**Run 1: cells by drive strength**

(3 px per um)
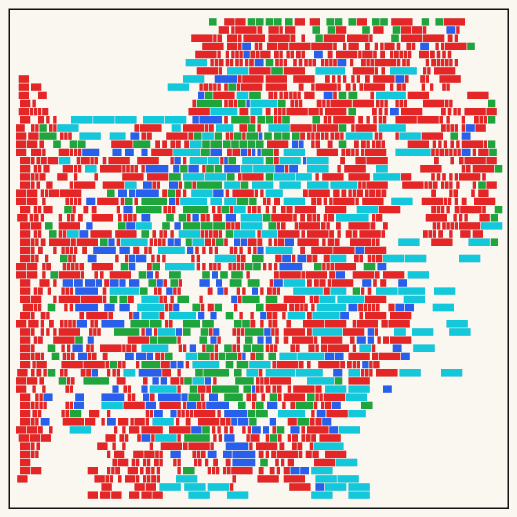
**Run 1: cell density map**

(1.5 px per um) 17 x 17 tiles, from dark purple (low) to yellow (high), 0 to 100% covered.
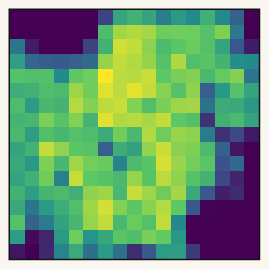
**Run 1: port wiring**

(2 px per um)
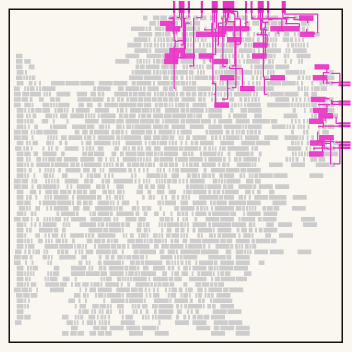
**Run 1: clock nets**

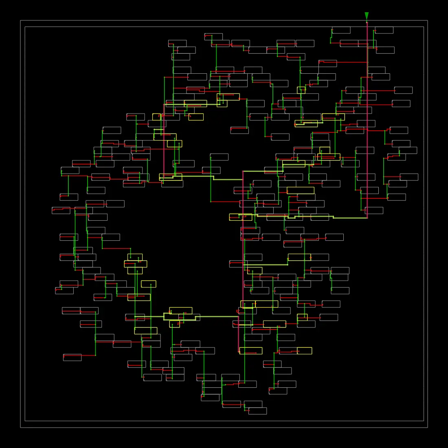
==> src/rtl/brq_pkg.sv <==
// Shared definitions for the Buraq-mini instruction fetch unit:
// fetch FSM state encoding, decode next-PC select codes and the bubble instruction.
package brq_pkg;

    typedef enum logic [1:0] {
        IDLE = 2'b00,
        REQ  = 2'b01,
        WAIT = 2'b10,
        HOLD = 2'b11
    } ifu_state_e;

    localparam logic [1:0] NPC_PLUS4  = 2'b00;
    localparam logic [1:0] NPC_BRANCH = 2'b01;
    localparam logic [1:0] NPC_JAL    = 2'b10;
    localparam logic [1:0] NPC_JALR   = 2'b11;

    // addi x0, x0, 0
    localparam logic [31:0] NOP_INST = 32'h0000_0013;

    // Jumps always redirect; a branch only redirects when its condition is taken.
    function automatic logic is_redirect(input logic [1:0] sel, input logic taken);
        return (sel == NPC_JAL) || (sel == NPC_JALR) || ((sel == NPC_BRANCH) && taken);
    endfunction

endpackage

==> src/rtl/brq_ifu_skid.sv <==
// One-entry instruction/PC buffer. Holds a response that arrived while decode
// was stalled so the single outstanding memory request can still complete.
module brq_ifu_skid #(
    parameter int DataWidth = 32
) (
    input  logic                 brq_clk,
    input  logic                 brq_rst,
    input  logic                 load,
    input  logic                 clear,
    input  logic                 drain,
    input  logic [DataWidth-1:0] load_inst,
    input  logic [DataWidth-1:0] load_pc,
    output logic                 valid,
    output logic [DataWidth-1:0] inst,
    output logic [DataWidth-1:0] pc
);
    import brq_pkg::*;

    logic                 valid_q, valid_d;
    logic [DataWidth-1:0] inst_q, inst_d;
    logic [DataWidth-1:0] pc_q, pc_d;

    // Load wins over clear/drain; clear and drain both simply empty the entry.
    always_comb begin
        valid_d = valid_q;
        inst_d  = inst_q;
        pc_d    = pc_q;
        if (clear || drain) begin
            valid_d = 1'b0;
        end
        if (load) begin
            valid_d = 1'b1;
            inst_d  = load_inst;
            pc_d    = load_pc;
        end
    end

    // Entry storage with synchronous reset to an empty, NOP-filled slot.
    always_ff @(posedge brq_clk) begin
        if (brq_rst) begin
            valid_q <= 1'b0;
            inst_q  <= DataWidth'(NOP_INST);
            pc_q    <= '0;
        end else begin
            valid_q <= valid_d;
            inst_q  <= inst_d;
            pc_q    <= pc_d;
        end
    end

    assign valid = valid_q;
    assign inst  = inst_q;
    assign pc    = pc_q;

endmodule

==> src/rtl/brq_ifu.sv <==
// Buraq-mini instruction fetch unit. Keeps the fetch PC, issues one instruction
// memory request at a time, feeds decode with instructions or NOP bubbles, and
// follows decode redirects while respecting decode hazard holds.
// Optional feature: define BRQ_IFU_PERF_EN to add the ifu_fetch_count counter port.
module brq_ifu #(
    parameter int                   DataWidth = 32,
    parameter logic [DataWidth-1:0] RESET_PC  = 32'h0000_0000,
    parameter logic [DataWidth-1:0] NOP_INST  = 32'h0000_0013
) (
    input  logic                 brq_clk,
    input  logic                 brq_rst,
    input  logic [1:0]           idu_next_pc_sel,
    input  logic                 idu_branch,
    input  logic [DataWidth-1:0] idu_branch_addr,
    input  logic [DataWidth-1:0] idu_jal_addr,
    input  logic [DataWidth-1:0] idu_jalr_addr,
    input  logic [1:0]           idu_check_stall,
    output logic                 imem_req,
    output logic [DataWidth-1:0] imem_addr,
    input  logic                 imem_rvalid,
    input  logic [DataWidth-1:0] imem_rdata,
    output logic [DataWidth-1:0] ifu_fetch_inst,
    output logic [DataWidth-1:0] ifu_pc,
    output logic                 ifu_stall
`ifdef BRQ_IFU_PERF_EN
    ,
    output logic [31:0]          ifu_fetch_count
`endif
);
    import brq_pkg::*;

    ifu_state_e           state_q, state_d;
    logic [DataWidth-1:0] fetch_pc_q, fetch_pc_d;
    logic                 kill_q, kill_d;
    logic                 imem_req_q, imem_req_d;
    logic [DataWidth-1:0] imem_addr_q, imem_addr_d;
    logic [DataWidth-1:0] fetch_inst_q, fetch_inst_d;
    logic [DataWidth-1:0] ifu_pc_q, ifu_pc_d;
    logic                 ifu_stall_q, ifu_stall_d;

    logic                 hold;
    logic                 take_redirect;
    logic [DataWidth-1:0] target;

    logic                 accept;
    logic [DataWidth-1:0] accept_inst;
    logic [DataWidth-1:0] accept_pc;

    logic                 skid_load;
    logic                 skid_clear;
    logic                 skid_drain;
    logic                 skid_valid;
    logic [DataWidth-1:0] skid_inst;
    logic [DataWidth-1:0] skid_pc;

    brq_ifu_skid #(
        .DataWidth (DataWidth)
    ) u_skid (
        .brq_clk   (brq_clk),
        .brq_rst   (brq_rst),
        .load      (skid_load),
        .clear     (skid_clear),
        .drain     (skid_drain),
        .load_inst (imem_rdata),
        .load_pc   (fetch_pc_q),
        .valid     (skid_valid),
        .inst      (skid_inst),
        .pc        (skid_pc)
    );

    // Decode control: a hold masks any redirect because decode operands are not yet valid.
    always_comb begin
        hold = |idu_check_stall;
        case (idu_next_pc_sel)
            NPC_JAL:  target = idu_jal_addr;
            NPC_JALR: target = idu_jalr_addr;
            default:  target = idu_branch_addr;
        endcase
        take_redirect = is_redirect(idu_next_pc_sel, idu_branch) && !hold;
    end

    // Fetch FSM next state, fetch PC, kill tracking and next values of all registered outputs.
    always_comb begin
        state_d      = state_q;
        fetch_pc_d   = fetch_pc_q;
        kill_d       = kill_q;
        fetch_inst_d = fetch_inst_q;
        ifu_pc_d     = ifu_pc_q;
        ifu_stall_d  = ifu_stall_q;
        skid_load    = 1'b0;
        skid_clear   = 1'b0;
        skid_drain   = 1'b0;
        accept       = 1'b0;
        accept_inst  = imem_rdata;
        accept_pc    = fetch_pc_q;

        case (state_q)
            IDLE: begin
                if (!hold) begin
                    state_d = REQ;
                end
            end
            REQ: begin
                state_d = WAIT;
                if (take_redirect) begin
                    kill_d = 1'b1;
                end
            end
            WAIT: begin
                if (imem_rvalid) begin
                    if (kill_q || take_redirect) begin
                        kill_d  = 1'b0;
                        state_d = hold ? IDLE : REQ;
                    end else if (hold) begin
                        skid_load = 1'b1;
                        state_d   = HOLD;
                    end else begin
                        accept  = 1'b1;
                        state_d = REQ;
                    end
                end else if (take_redirect) begin
                    kill_d = 1'b1;
                end
            end
            HOLD: begin
                if (take_redirect) begin
                    skid_clear = 1'b1;
                    state_d    = REQ;
                end else if (!hold) begin
                    skid_drain  = 1'b1;
                    accept      = skid_valid;
                    accept_inst = skid_inst;
                    accept_pc   = skid_pc;
                    state_d     = REQ;
                end
            end
            default: begin
                state_d = IDLE;
            end
        endcase

        if (take_redirect) begin
            fetch_pc_d   = target;
            fetch_inst_d = NOP_INST;
            ifu_stall_d  = 1'b1;
        end else if (accept) begin
            fetch_inst_d = accept_inst;
            ifu_pc_d     = accept_pc;
            ifu_stall_d  = 1'b0;
            fetch_pc_d   = fetch_pc_q + DataWidth'(4);
        end else if (!hold) begin
            fetch_inst_d = NOP_INST;
            ifu_stall_d  = 1'b1;
        end

        imem_req_d  = (state_d == REQ);
        imem_addr_d = (state_d == REQ) ? fetch_pc_d : imem_addr_q;
    end

    // Fetch FSM and all registered outputs, synchronous reset.
    always_ff @(posedge brq_clk) begin
        if (brq_rst) begin
            state_q      <= IDLE;
            fetch_pc_q   <= RESET_PC;
            kill_q       <= 1'b0;
            imem_req_q   <= 1'b0;
            imem_addr_q  <= RESET_PC;
            fetch_inst_q <= NOP_INST;
            ifu_pc_q     <= RESET_PC;
            ifu_stall_q  <= 1'b1;
        end else begin
            state_q      <= state_d;
            fetch_pc_q   <= fetch_pc_d;
            kill_q       <= kill_d;
            imem_req_q   <= imem_req_d;
            imem_addr_q  <= imem_addr_d;
            fetch_inst_q <= fetch_inst_d;
            ifu_pc_q     <= ifu_pc_d;
            ifu_stall_q  <= ifu_stall_d;
        end
    end

    assign imem_req       = imem_req_q;
    assign imem_addr      = imem_addr_q;
    assign ifu_fetch_inst = fetch_inst_q;
    assign ifu_pc         = ifu_pc_q;
    assign ifu_stall      = ifu_stall_q;

`ifdef BRQ_IFU_PERF_EN
    logic [31:0] fetch_count_q, fetch_count_d;

    // Count instructions handed to decode; discards and bubbles do not count.
    always_comb begin
        fetch_count_d = fetch_count_q + (accept ? 32'd1 : 32'd0);
    end

    // Counter register, wraps naturally at 2^32.
    always_ff @(posedge brq_clk) begin
        if (brq_rst) begin
            fetch_count_q <= 32'd0;
        end else begin
            fetch_count_q <= fetch_count_d;
        end
    end

    assign ifu_fetch_count = fetch_count_q;
`endif

endmodule

==> config.mk <==
export PLATFORM = sky130hd
export DESIGN_NAME = brq_ifu
export DESIGN_NICKNAME = d
export VERILOG_FILES = /design/src/rtl/brq_pkg.sv /design/src/rtl/brq_ifu_skid.sv /design/src/rtl/brq_ifu.sv
export SDC_FILE = /design/constraint.sdc
export NUM_CORES = 1
export LEC_CHECK = 0
export ABC_AREA = 1
export CORE_MARGIN = 1.5
export CORE_UTILIZATION = 35
export DETAILED_ROUTE_END_ITERATION = 10
export MAX_ROUTING_LAYER = met4
export PLACE_DENSITY = 0.74
export SETUP_SLACK_MARGIN = 0.2
export SLEW_MARGIN = 20
export SYNTH_ARGS = -nofsm -noshare
export SYNTH_HDL_FRONTEND = slang
export SYNTH_SLANG_ARGS = --single-unit
export TNS_END_PERCENT = 100
==> constraint.sdc <==
create_clock -name brq_clk -period 1.6 [get_ports brq_clk]
set_input_delay 0.32 -clock brq_clk [delete_from_list [all_inputs] [get_ports brq_clk]]
set_output_delay 0.32 -clock brq_clk [all_outputs]
set_load 0.05 [all_outputs]
==> qor.yml, run 1 <==
wl_met3_um: 2430
area_leaders: "dfxtp_1, nand2_1, nor2_1"
fp.dieW_um: 166
vias_per_cell: 5.16
top_cells_by_count: "nand2_1, dfxtp_1, nor2_1"
grt_pass1_wl_um: 52700
ys_seq_share_pct: 42.7
top_layer_used: "met4"
antenna_cells: 0
grt.met1_usage_pct: 31.7
drt-met1-wl_um: 15000
synth_nets: 1573
grt_pass1_vias: 10022
via_count: 10881
wl_per_cell_um: 16.7
layout.nets: 1899
start_kind: "register"
synth_cells: 1436
syn-cell-area_mm2: 0.00928
groute.usage.overall_pct: 24.5
cts_max_level: 4
drt_pass1_iterations: 5
cts.sinks: 198
post-place-ws_ns: -0.698
slew_viol_final: 0
violations: "setup timing"
fp.dieH_um: 166
end_kind: "register"
status: "finished, violations left"
postCtsHoldBufs: 0
worst_slack_ns: -0.211
drive_gt1_share_pct: 30.1
setup_viol: 121
wl_um: 35200
rows: 59
ys_ff: 198
p_per_area_mw_per_mm2: 792
-- 'cells by drive strength' (at the start) --
Blue stands for x2, cells 183, share 10%. Red stands for x1 and smaller, cells 1,241, share 70%. Green stands for x3 and x4, cells 201, share 11%. Cyan stands for x6 and larger, cells 150, share 8.5%.
number of non-clock buffers: 395
setup slack after layout: -0.211 ns
synthesis-to-finish area growth: 68.2%
final non-filler cell area: 0.0156 mm2

-- 'cell density map' (at the start) --
31% of the tiles are over 75% full. The mean over all tiles is 55%. The fullest tile reaches 100%.
Core Box Area: 0.0261 mm2
FP Util: 35.6%
Util after Layout: 59.9%

-- 'port wiring' (at the start) --
Magenta stands for `ifu_fetch_inst`, bits 32, direction output, edge 23 top, 9 right, end cells 32, buffers 32, wire 867 um.
I/O Buffers: 233
IO Count: 234

-- 'clock nets' (at the start) --
total CTS buffers: 17
Seq Cell Count: 198
Fin Clk Skew: 0.0218 ns
clk_lat worst skew: 0.46 ns

==> run 1: worst max-delay path: stages, from the launching register on <==
cell,delay [ns]
dfxtp_2,0.35
inv_2,0.07
nand2_4,0.06
nor2_4,0.11
nand4_1,0.21
buf_6,0.21
nand2_8,0.10
buf_12,0.12
buf_16,0.13
buf_12,0.14
o21ai_2,0.06
a31oi_1,0.18
==> run 1: worst paths after layout <==
path,from,end,slack (ns),cells after the start
max,state_q[0]$_SDFF_PP0_,ifu_pc[22]$_SDFFE_PP0P_,-0.21,11
min,brq_rst,ifu_fetch_inst[0]$_SDFFE_PP1P_,0.30,4
max reg2reg,state_q[0]$_SDFF_PP0_,ifu_pc[22]$_SDFFE_PP0P_,-0.21,11
min reg2reg,ifu_fetch_inst[20]$_SDFFE_PP0P_,ifu_fetch_inst[20]$_SDFFE_PP0P_,0.47,2
==> run 1: where the power goes <==
part | leakage [uW] | total, uW | switching, uW | internal, uW
Combinational | 0.00445 | 2400 | 1270 | 1120
Sequential | 0.00162 | 5310 | 189 | 5120
Clock | 0.000312 | 4650 | 2330 | 2320
Total | 0.00638 | 12300 | 3790 | 8560
==> run 1: what timing repair did <==
action                                  in CTS  in global routing
endpoints found under the setup margin     194                197
pin swaps                                   44                 39
buffers inserted                            29                 11
cloned                                      12                  8
gates resized                              230                158
endpoints found under the hold margin        0                  0
==> run 1: kinds of logic after synthesis <==
kind of cell | share of synthesized area [%]
simple gates | 34.6
compound gates | 14.4
flops | 42.7
buf+inv | 7.46
xor+xnor | 0.755
fa+ha+maj | 0.135
==> run 1: layout make-up <==
cell class,instances,area (um2)
fill,2198,10500
multi-input combinational,1077,5550
timing repair buffer,395,4660
sequential,198,4020
clock buffer,17,425
tap,335,419
inverter,73,304
clock inverter,15,223
==> run 2, diff against run 1 <==
- CAP_MARGIN: not set -> 0
- DONT_BUFFER_PORTS: not set -> 1
- PLACE_DENSITY: 0.74 -> 0.6
- clock period: 1.6 -> 1.9 ns (I/O delays scaled with it)
==> qor.yml, run 2 <==
seqCellArea_mm2: 0.00401
p_sw_share_pct: 31.2
top_layer_used: "met4"
numCtsBuffers: 17
drt_pass1_iterations: 8
syn-cell-area_mm2: 0.00928
wl_met3_um: 1770
p_int_uw: 6470
clock_area_share_pct: 5.49
min_from: "brq_rst"
status: "finished, final reports clean"
powerSeq_uw: 4700
wl_um: 29700
crit_slowest_cell: "dfxtp_2"
min_path_cells: 1
crit_path_cell_trace: "inv_2 > nand2_2 > nor2_4 > nand4_1 > nand2_4 > buf_8 > buf_12 > nand2_1 > nand2_1 > nand3_1 > o21ai_2 > a21oi_1"
slew_viol_final: 0
vias_per_cell: 5.07
switching_power_uw: 2940
critPathTopFamily: "simple AND/OR/NAND/NOR gates"
rr_startpoint: "state_q[0]$_SDFF_PP0_"
start_kind: "register"
drive_gt1_share_pct: 17.7
fp_util_pct: 35.6
fp.dieW_um: 166
worst_slack_ns: 0.195
area_dominant_class: "combinational gates"
ys_seq_share_pct: 42.7
grt_pass1_vias: 8269
slowest_delay_ns: 0.34
regToRegSetupSlack_ns: 0.20
syn2layout_area_growth_pct: 23.5
core_mm2: 0.0261
drt-met1-wl_um: 14100
area_leaders: "dfxtp_1, nand2_1, nor2_1"
cp_common_cell: "nand2_1"
layout.nets: 1608
grt.met1_usage_pct: 28.6
buf_share_pct: 9.82
p_per_area_mw_per_mm2: 821
nClkBuffers: 17
n_sequential_cell: 198
cts_max_level: 4
power_leader: "registers"
pwr-share-comb_pct: 9.7
r2r_end: "imem_addr[8]$_SDFFE_PP0P_"
via_count: 9217
hold_end: "fetch_pc_q[15]$_SDFF_PP0_"
io_pins: 234
fill_cells: 2655
## run 2: netlist changes by cell type in the layout (fill, tap and decap cells not counted), moves of 12 or more
cell and change:
buf_12 -60, nand2_1 +22, buf_6 -12, a21oi_1 +23, a21oi_2 -22, o21ai_1 -15, nand2_2 -14, nor2_4 -12
o21ai_0 +49, clkdlybuf4s50_1 -128, o21ai_2 -31, nor2_1 +13, buf_4 -73
## run 2: timing repair
item / CTS / global route
hold endpoints to repair: 2 / 0
hold buffers: 3 / 0
resized: 20 / 139
pin swaps: 4 / 22
endpoints found under the setup margin: 90 / 113
cloned: 1 / 9
buffers inserted: 1 / 11
## run 2: how the worst max path moves through the flow
| stage | endpoint | from | slack (ns) | cells past startpoint |
|---|---|---|---|---|
| 2_1_floorplan | imem_addr[16]$_SDFFE_PP0P_ | fetch_pc_q[2]$_SDFF_PP0_ | 0.22 | 10 |
| 3_3_place_gp | imem_addr[8]$_SDFFE_PP0P_ | idu_branch | -0.05 | 9 |
| 3_5_place_dp | imem_addr[8]$_SDFFE_PP0P_ | idu_branch | -0.05 | 9 |
| 4_1_cts | imem_addr[23]$_SDFFE_PP0P_ | state_q[0]$_SDFF_PP0_ | 0.19 | 12 |
| 5_1_grt | fetch_pc_q[23]$_SDFF_PP0_ | state_q[0]$_SDFF_PP0_ | 0.12 | 12 |
| 6_report | imem_addr[8]$_SDFFE_PP0P_ | state_q[0]$_SDFF_PP0_ | 0.20 | 12 |
## run 2: kinds of logic after synthesis
group / count (synthesis) / synth area share, %
and+or+nand+nor: 815 / 34.6
AOI/OAI and AO/OA: 251 / 14.4
DFF: 198 / 42.7
buffers and inverters: 163 / 7.46
xor gates and xnor gates: 8 / 0.755
adders and majority gates: 1 / 0.135
**Run 2: clock nets**

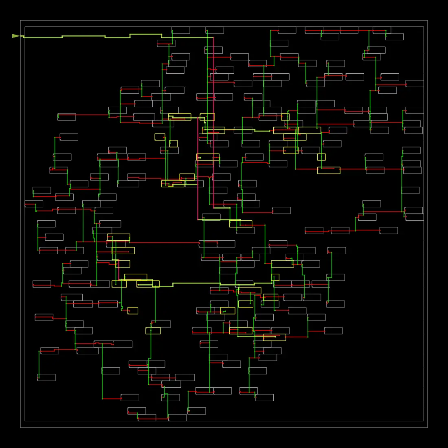
Fin Clk Skew: 0.0147 ns
clk_lat worst skew: 0.45 ns
Clk power: 3790 uW
Sinks on Clock Net: 198

**Run 2: selected gate families**

(3 px per um)
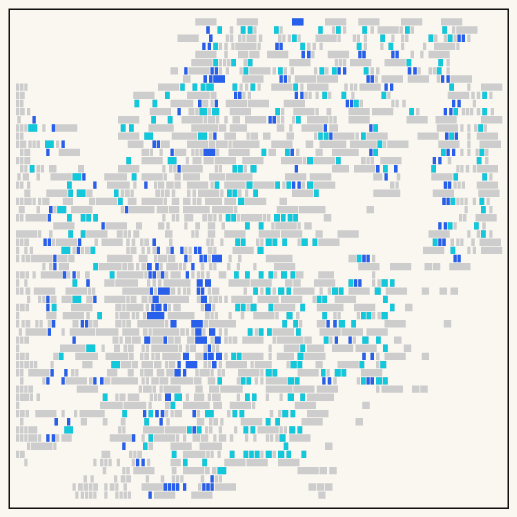
Cyan stands for aoi and oai cells, cells 247, where widely spread. Blue stands for nor cells, cells 202, where widely spread.
final non-filler cell total: 1,819
Comb/total area: 43.4%
most numerous logic cell after layout: nand2_1

No activity file was given, so power comes from the tool's default toggle rates.
